`config.mk`:
```
export PLATFORM = sky130hd
export DESIGN_NAME = pkt_prior_arbiter_flat
export DESIGN_NICKNAME = d
export VERILOG_FILES = /design/src/rtl/pkt_prior_arbiter_pkg.sv /design/src/rtl/pkt_prior_arbiter_if.sv /design/src/rtl/pkt_prior_arbiter_rr_pick.sv /design/src/rtl/pkt_prior_arbiter.sv /design/src/flat_wrapper.sv
export SDC_FILE = /design/constraint.sdc
export NUM_CORES = 1
export LEC_CHECK = 0
export CORE_ASPECT_RATIO = 1.5
export CORE_MARGIN = 2
export CORE_UTILIZATION = 34
export DETAILED_ROUTE_END_ITERATION = 8
export GPL_ROUTABILITY_DRIVEN = 0
export GPL_TIMING_DRIVEN = 0
export PLACE_DENSITY = 0.79
export RECOVER_POWER = 100
export SYNTH_ARGS = -nofsm -noshare
export SYNTH_HDL_FRONTEND = slang
export SYNTH_SLANG_ARGS = --single-unit
```
`constraint.sdc`:
```
create_clock -name clk -period 3.4 [get_ports clk]
set_clock_uncertainty 0.2 [all_clocks]
set_input_delay 0.34 -clock clk [delete_from_list [all_inputs] [get_ports clk]]
set_output_delay 0.34 -clock clk [all_outputs]
set_load 0.02 [all_outputs]
```
`src/rtl/pkt_prior_arbiter_pkg.sv`:
```
// Shared types for the pkt_Priorer front-end arbiter.
// Header layout, state encoding and index-width helper.
package pkt_prior_arbiter_pkg;

  localparam int PKT_ARB_NPORT_MAX = 16;

  typedef struct packed {
    logic [7:0] key;
    logic [7:0] len;
  } pkHeadInfo;

  typedef enum logic {
    ARB_IDLE,
    ARB_SEND
  } pkt_arb_state_e;

  function automatic int idx_w(int n);
    return (n > 1) ? $clog2(n) : 1;
  endfunction

endpackage

```
`src/rtl/pkt_prior_arbiter_if.sv`:
```
// Requester-side and pkt_Priorer-side bundle of the arbiter.
// slave = arbiter view, master = requesters/sink view.
interface pkt_prior_arbiter_if
  import pkt_prior_arbiter_pkg::*;
#(
  parameter int NPORT  = 4,
  parameter int DWIDTH = 32
);
  localparam int IW = idx_w(NPORT);

  logic [NPORT-1:0]              req_valid;
  pkHeadInfo [NPORT-1:0]         req_info;
  logic [NPORT-1:0][DWIDTH-1:0]  req_data;
  logic [NPORT-1:0]              req_ready;
  logic                          pq_en;
  pkHeadInfo                     pq_info;
  logic [DWIDTH-1:0]             pq_data;
  logic [IW-1:0]                 pq_src;
  logic                          pq_rdy;
  logic                          busy;

  modport slave (
    input  req_valid, req_info, req_data, pq_rdy,
    output req_ready, pq_en, pq_info, pq_data,
    output pq_src, busy
  );

  modport master (
    output req_valid, req_info, req_data, pq_rdy,
    input  req_ready, pq_en, pq_info, pq_data,
    input  pq_src, busy
  );

endinterface

```
`src/rtl/pkt_prior_arbiter_rr_pick.sv`:
```
// Combinational rotating priority picker.
// First set request at/after ptr, wrapping at NPORT.
module pkt_rr_pick
  import pkt_prior_arbiter_pkg::*;
#(
  parameter int NPORT = 4,
  parameter int IW    = idx_w(NPORT)
) (
  input  logic [NPORT-1:0] req,
  input  logic [IW-1:0]    ptr,
  output logic [NPORT-1:0] gnt,
  output logic [IW-1:0]    idx,
  output logic             any
);

  logic [IW:0]   s;
  logic [IW-1:0] j;

  always_comb begin
    gnt = '0;
    idx = '0;
    any = 1'b0;
    s   = '0;
    j   = '0;
    for (int i = 0; i < NPORT; i++) begin
      s = {1'b0, ptr} + (IW+1)'(i);
      if (s >= (IW+1)'(NPORT))
        s = s - (IW+1)'(NPORT);
      j = s[IW-1:0];
      if (!any && req[j]) begin
        any    = 1'b1;
        gnt[j] = 1'b1;
        idx    = j;
      end
    end
  end

endmodule

```
`src/rtl/pkt_prior_arbiter.sv`:
```
// N-port round-robin arbiter with burst cap feeding pkt_Priorer.
// One registered output beat, tagged with its source port.
module pkt_prior_arbiter
  import pkt_prior_arbiter_pkg::*;
#(
  parameter int NPORT     = 4,
  parameter int DWIDTH    = 32,
  parameter int MAX_BURST = 4
) (
  input logic               clk,
  input logic               rst,
  pkt_prior_arbiter_if.slave bus
);

  localparam int IW = idx_w(NPORT);
  localparam int CW = $clog2(MAX_BURST + 1);
  localparam logic [CW-1:0] BLAST = CW'(MAX_BURST - 1);

  pkt_arb_state_e    state, nstate;
  logic [IW-1:0]     rr_ptr;
  logic [IW-1:0]     last_g;
  logic              have_last;
  logic [CW-1:0]     burst_cnt;

  pkHeadInfo         info_q;
  logic [DWIDTH-1:0] data_q;
  logic [IW-1:0]     src_q;

  logic [NPORT-1:0]  rr_gnt;
  logic [IW-1:0]     rr_idx;
  logic              rr_any;

  logic              load_ok;
  logic              stay;
  logic              load;
  logic [IW-1:0]     g;

  pkt_rr_pick #(
    .NPORT (NPORT),
    .IW    (IW)
  ) u_pick (
    .req (bus.req_valid),
    .ptr (rr_ptr),
    .gnt (rr_gnt),
    .idx (rr_idx),
    .any (rr_any)
  );

  // The current burst continues only while its owner keeps requesting
  always_comb begin
    load_ok = (state == ARB_IDLE) ||
              (state == ARB_SEND && bus.pq_rdy);
    stay    = have_last && bus.req_valid[last_g] &&
              (burst_cnt < BLAST);
    g       = stay ? last_g : rr_idx;
    load    = load_ok && rr_any && rst;
    nstate  = state;
    if (load_ok)
      nstate = rr_any ? ARB_SEND : ARB_IDLE;
    bus.req_ready = '0;
    if (load)
      bus.req_ready = stay ? (NPORT'(1) << last_g) : rr_gnt;
  end

  always_ff @(posedge clk or negedge rst) begin
    if (!rst) begin
      state     <= ARB_IDLE;
      info_q    <= '0;
      data_q    <= '0;
      src_q     <= '0;
      rr_ptr    <= '0;
      last_g    <= '0;
      have_last <= 1'b0;
      burst_cnt <= '0;
    end else begin
      state <= nstate;
      if (load) begin
        info_q    <= bus.req_info[g];
        data_q    <= bus.req_data[g];
        src_q     <= g;
        last_g    <= g;
        have_last <= 1'b1;
        if (stay) begin
          burst_cnt <= burst_cnt + CW'(1);
        end else begin
          burst_cnt <= '0;
          rr_ptr    <= (g == IW'(NPORT - 1)) ? '0 : g + IW'(1);
        end
      end
    end
  end

  assign bus.pq_en   = (state == ARB_SEND);
  assign bus.pq_info = info_q;
  assign bus.pq_data = data_q;
  assign bus.pq_src  = src_q;
  assign bus.busy    = bus.pq_en | (|bus.req_valid);

endmodule

```
`src/flat_wrapper.sv`:
```
// flat-port wrapper written by rule: the top's interface ports become plain ports
module pkt_prior_arbiter_flat import pkt_prior_arbiter_pkg::*;
#(
  parameter int NPORT     = 4,
  parameter int DWIDTH    = 32,
  parameter int MAX_BURST = 4
)
  (clk, rst, bus_req_valid, bus_req_info, bus_req_data, bus_pq_rdy, bus_req_ready, bus_pq_en, bus_pq_info, bus_pq_data, bus_pq_src, bus_busy);
  pkt_prior_arbiter_if #(.NPORT(NPORT), .DWIDTH(DWIDTH)) bus_i ();
  input logic clk;
  input logic rst;
  input wire logic [$bits(bus_i.req_valid)-1:0] bus_req_valid;
  input wire logic [$bits(bus_i.req_info)-1:0] bus_req_info;
  input wire logic [$bits(bus_i.req_data)-1:0] bus_req_data;
  input wire logic [$bits(bus_i.pq_rdy)-1:0] bus_pq_rdy;
  output wire logic [$bits(bus_i.req_ready)-1:0] bus_req_ready;
  output wire logic [$bits(bus_i.pq_en)-1:0] bus_pq_en;
  output wire logic [$bits(bus_i.pq_info)-1:0] bus_pq_info;
  output wire logic [$bits(bus_i.pq_data)-1:0] bus_pq_data;
  output wire logic [$bits(bus_i.pq_src)-1:0] bus_pq_src;
  output wire logic [$bits(bus_i.busy)-1:0] bus_busy;
  assign bus_i.req_valid = bus_req_valid;
  assign bus_i.req_info = bus_req_info;
  assign bus_i.req_data = bus_req_data;
  assign bus_i.pq_rdy = bus_pq_rdy;
  assign bus_req_ready = bus_i.req_ready;
  assign bus_pq_en = bus_i.pq_en;
  assign bus_pq_info = bus_i.pq_info;
  assign bus_pq_data = bus_i.pq_data;
  assign bus_pq_src = bus_i.pq_src;
  assign bus_busy = bus_i.busy;
  pkt_prior_arbiter #(.NPORT(NPORT), .DWIDTH(DWIDTH), .MAX_BURST(MAX_BURST)) u_core (.clk(clk), .rst(rst), .bus(bus_i));
endmodule
```
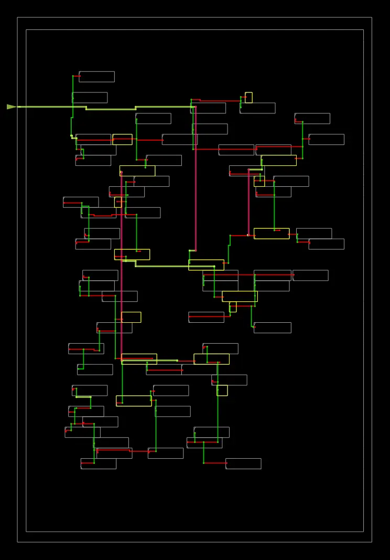
(clock wiring as the flow saved it)
clk_lat worst skew: 0.31 ns
number of sequential cells: 57
Clock group: 0.827 mW

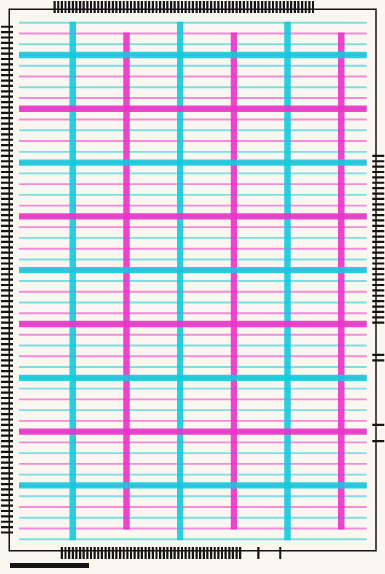
(supply network)
Bar = 20 um. Pins as bars on the die edge.
Cyan marks VSS. Magenta marks VDD.
49 met1 rails follow the rows. 9 straps on met5. 6 straps on met4. The core has 48 rows.
Vert. Die Dim: 136 um
Floorplan Core Area: 11500 um2
Die X-Extent: 92.3 um

==> report_table.html <==
<h3>Run summary</h3>
<table>
<tr><th>Metric</th><th>Value</th></tr>
<tr><th colspan="2">Yosys</th></tr>
<tr><td>AND-OR/OR-AND Cells, Area Fraction</td><td>16.8%</td></tr>
<tr><td>Biggest area cells</td><td>sky130_fd_sc_hd__dfrtp_1, sky130_fd_sc_hd__mux2i_1, sky130_fd_sc_hd__o221ai_1, sky130_fd_sc_hd__nand2_1, sky130_fd_sc_hd__ha_1</td></tr>
<tr><td>Area fraction of the dominant cell type after synthesis</td><td>35.8%</td></tr>
<tr><td>Count of library flops with an enable pin</td><td>0</td></tr>
<tr><td>Adder share</td><td>3.14%</td></tr>
<tr><td>Most numerous cell in the Yosys netlist</td><td>sky130_fd_sc_hd__mux2i_1</td></tr>
<tr><td>Post-synthesis average cell area</td><td>10.5 um2</td></tr>
<tr><td>Tally of yosys warning messages</td><td>0</td></tr>
<tr><td>Ranking of synthesized cells by instance count</td><td>sky130_fd_sc_hd__mux2i_1, sky130_fd_sc_hd__nand2_1, sky130_fd_sc_hd__dfrtp_1, sky130_fd_sc_hd__o221ai_1, sky130_fd_sc_hd__buf_2</td></tr>
<tr><td>Fraction of registers with async set or reset after synthesis</td><td>100%</td></tr>
<tr><td>Dominant combinational family</td><td>multiplexers</td></tr>
<tr><td>Dominant flop cell</td><td>sky130_fd_sc_hd__dfrtp_1</td></tr>
<tr><td>Library cells used by synthesis</td><td>40</td></tr>
<tr><td>Flops after synth</td><td>57</td></tr>
<tr><td>Post-synthesis sequential area ratio</td><td>35.8%</td></tr>
<tr><td>Number of cells in the yosys synthesis report</td><td>378</td></tr>
<tr><td>Count of mapped cells out of synthesis</td><td>378</td></tr>
<tr><td>Area fraction in xor and xnor cells</td><td>0%</td></tr>
<tr><td>Number of nets in the synthesized netlist</td><td>587</td></tr>
<tr><td>Yosys-reported design area after synthesis</td><td>3980 um2</td></tr>
<tr><td>Library cell occupying the most area in the post-synthesis netlist</td><td>sky130_fd_sc_hd__dfrtp_1</td></tr>
<tr><td>Netlist area before placement</td><td>3980 um2</td></tr>
<tr><td>Post-synth mux share</td><td>28.9%</td></tr>
<tr><td>Post-Synth Simple-Gate Area</td><td>10.3%</td></tr>
<tr><th colspan="2">Floorplanning</th></tr>
<tr><td>Chip Area</td><td>12600 um2</td></tr>
<tr><td>I/O pin cnt</td><td>255</td></tr>
<tr><td>Starting utilization of the core area</td><td>34.7%</td></tr>
<tr><td>Std cell rows</td><td>48</td></tr>
<tr><th colspan="2">Finish</th></tr>
<tr><td>Diode count</td><td>0</td></tr>
<tr><td>Filler-free cell count of the finished design</td><td>805</td></tr>
<tr><td>Number of nets in the final layout</td><td>859</td></tr>
<tr><td>Layout area overhead</td><td>78.6%</td></tr>
<tr><td>Final standard cell area without fillers</td><td>7100 um2</td></tr>
<tr><td>Proportion of layout cells with a drive suffix above 1</td><td>12.1%</td></tr>
<tr><th colspan="2">Worst setup path</th></tr>
<tr><td>Type of destination of the critical path</td><td>primary output</td></tr>
<tr><td>Max FO, Critical Path</td><td>10</td></tr>
<tr><td>Critical path class</td><td>flop to primary output</td></tr>
<tr><td>Crit path required time</td><td>2.86 ns</td></tr>
<tr><td>Launching element type of the critical path</td><td>flop</td></tr>
<tr><td>CP arrival</td><td>2.79 ns</td></tr>
<tr><th colspan="2">Job</th></tr>
<tr><td>Number of logged tool warnings</td><td>33</td></tr>
<tr><td>Max-capacitance violation count</td><td>0</td></tr>
<tr><th colspan="2">Final timing</th></tr>
<tr><td>Max-slew violation total from the final report</td><td>0</td></tr>
<tr><td>Min Tclk post-route</td><td>3.33 ns</td></tr>
<tr><td>Count of endpoints failing setup in the final report</td><td>0</td></tr>
<tr><td>Achievable clock frequency</td><td>300 MHz</td></tr>
<tr><td>Final count of hold timing violations</td><td>0</td></tr>
<tr><td>Least-Margin Pin Slew</td><td>1.31 ns</td></tr>
<tr><td>Worst slew margin</td><td>12.9%</td></tr>
<tr><td>Final cycle utilization of the critical path</td><td>98.0%</td></tr>
<tr><td>Final hold slack</td><td>0.277 ns</td></tr>
<tr><th colspan="2">Drt</th></tr>
<tr><td>Post-DR vias/cell</td><td>5.37</td></tr>
<tr><td>Detailed Routing Iterations Pass 1</td><td>4</td></tr>
<tr><td>Average detailed-routed wire length per instance</td><td>19.0 um</td></tr>
<tr><td>Antenna violation net count after detailed routing</td><td>0</td></tr>
<tr><td>DRC</td><td>0</td></tr>
<tr><td>Number of DRC violations after detailed-routing iteration 0</td><td>165</td></tr>
<tr><th colspan="2">Placed design</th></tr>
<tr><td>Number of instances in the placed design</td><td>782</td></tr>
<tr><td>Total cell area at the placement stage</td><td>6710 um2</td></tr>
<tr><td>Number of buffer cells added on primary ports</td><td>253</td></tr>
<tr><td>Detailed Place HPWL</td><td>12100 um</td></tr>
<tr><th colspan="2">Clock network</th></tr>
<tr><td>Number of clock buffers inserted by TritonCTS</td><td>9</td></tr>
<tr><td>Longest Clk Path Bufs</td><td>2</td></tr>
<tr><td>H-Tree Level Count</td><td>3</td></tr>
<tr><td>Clock-pin slew reported for the worst setup and hold paths after clock tree synthesis</td><td>0.05 ns</td></tr>
<tr><td>Buffer cell driving the clock tree root</td><td>sky130_fd_sc_hd__clkbuf_16</td></tr>
<tr><td>Clock tree from TritonCTS</td><td>done</td></tr>
<tr><td>TritonCTS sink count</td><td>57</td></tr>
<tr><th colspan="2">Global route</th></tr>
<tr><td>Number of antenna violations at the first check in global routing</td><td>0</td></tr>
<tr><td>GR Util All Layers</td><td>24.0%</td></tr>
<tr><td>Pin count of the biggest net entering global routing</td><td>36</td></tr>
<tr><td>Wire length of the first global-routing pass</td><td>23200 um</td></tr>
<tr><td>Vias in the first global route</td><td>4721</td></tr>
<tr><td>Overflow left after global routing</td><td>0</td></tr>
<tr><th colspan="2">Pwr</th></tr>
<tr><td>Areal power density over the cells</td><td>877 nW/um2</td></tr>
<tr><td>Leakage power of the design</td><td>3.09 nW</td></tr>
<tr><td>Peak VDD IR</td><td>0.447 mV</td></tr>
<tr><th colspan="2">Run status</th></tr>
<tr><td>Outcome</td><td>completed</td></tr>
<tr><th colspan="2">Hold path</th></tr>
<tr><td>Hold/Removal Path Class</td><td>flop to flop</td></tr>
</table>
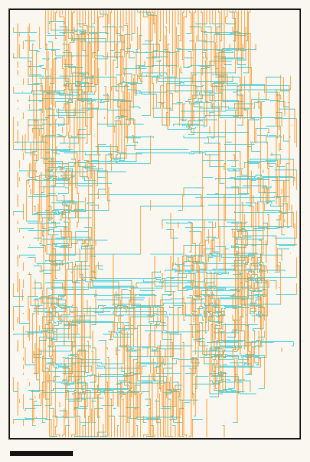
(routed metal, one color a layer)
Bar = 20 um. Only two layers are drawn.
Cyan marks M1, wire length 5220 um. Orange marks M2, wire length 8440 um.
via count of the routed design: 4324
wire length reported by the detailed router: 15300 um

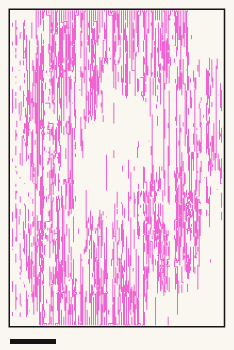
(metal 2)
Bar = 20 um.
The longest straight run is 59.2 um. The layer holds 55% of the routed length. The wires run mostly vertical. The layer carries 8440 um of wire.
met2 Track Usage GR: 46.5%

[timing repair]
action | 4_1_cts | 5_1_grt
buffers inserted | 4 | 4
gates resized | 20 | 13
endpoints found under the setup margin | 55 | 52
pin swaps | 1 | 2
hold buffers | 2 | 0
hold endpoints to repair | 24 | 0
[per-layer routing]
metal | share of wire (%) | vias up | track usage, %
li1 | - | 1998 | -
met1 | 34 | 2068 | 23.6
met2 | 55 | 223 | 46.5
met3 | 7.4 | 35 | 5.84
met4 | 3.1 | 0 | 10.9
met5 | 0 | - | 0
[layout by cell type, fill, tap and decap left out, drive strengths merged, types with 7 or more instances in the layout]
cell / Yosys / routed
clkdlybuf4s50: 0 / 197
mux2i: 98 / 98
nand2: 59 / 59
dfrtp: 57 / 57
dlygate4sd3: 0 / 52
o221ai: 50 / 50
buf: 22 / 28
clkbuf: 13 / 28
ha: 10 / 10
a21oi: 7 / 7
nand2b: 7 / 7
[through the flow]
stage	setup slack [ns]	utilization (%)	TNS [ns]	power (mW)
3_3_place_gp	-2.05	58.4	-76.70	5.29
4_1_cts	0.00216	61.8	0	6.32
6_report	0.0684	61.9	0	6.23
3_5_place_dp	-0.659	58.5	-20.21	5.38
5_1_grt	-0.00173	61.9	-0.00173	6.59
2_1_floorplan	0.0569	-	0	3.82
[report_power, final]
part           switching [mW]  internal, mW  total, mW
clock                   0.300         0.527      0.827
sequential              0.214          1.02       1.23
combinational            2.23          1.95       4.17
total                    2.74          3.49       6.23
[worst max-delay path, cell delays in order (launching register included)]
cell and delay [ns]:
sky130_fd_sc_hd__dfrtp_2 0.39, sky130_fd_sc_hd__buf_8 0.15, sky130_fd_sc_hd__clkinvlp_4 0.12, sky130_fd_sc_hd__ha_4 0.32, sky130_fd_sc_hd__mux4_2 0.37, sky130_fd_sc_hd__nor4b_4 0.34, sky130_fd_sc_hd__buf_4 0.20, sky130_fd_sc_hd__a222oi_1 0.08
sky130_fd_sc_hd__a21oi_1 0.17, sky130_fd_sc_hd__clkdlybuf4s15_1 0.32
[final timing paths]
check                                        from                      to  slack [ns]  depth (start not counted)
max reg2reg                      u_core.rr_ptr[0]   u_core.bus.pq_info[7]        0.09                         11
min in group asynchronous                     rst  u_core.bus.pq_info[10]        0.40                          3
min reg2reg                u_core.bus.pq_data[28]  u_core.bus.pq_data[28]        0.28                          2
max in group asynchronous                     rst        u_core.rr_ptr[1]        1.28                          3
min                        u_core.bus.pq_data[28]  u_core.bus.pq_data[28]        0.28                          2
max                              u_core.rr_ptr[0]        bus_req_ready[0]        0.07                          9
[sequential cells by signal, summed over array words and instances, names as in the netlist]
name                cells
u_core.burst_cnt        3
u_core.bus.pq_info     16
u_core.last_g           2
u_core.bus.pq_data     32
u_core.have_last        1
u_core.rr_ptr           2
u_core.bus.pq_en        1
[layout make-up]
class	count	area [um2]
clock inverter	5	30.0
multi-input combinational	283	2370
tap	150	188
buffer	32	203
inverter	3	18.8
fill	961	4370
sequential	57	1430
clock buffer	11	253
timing repair buffer	264	2610
Power figures rest on the tool's default switching activity, not on a simulated workload.
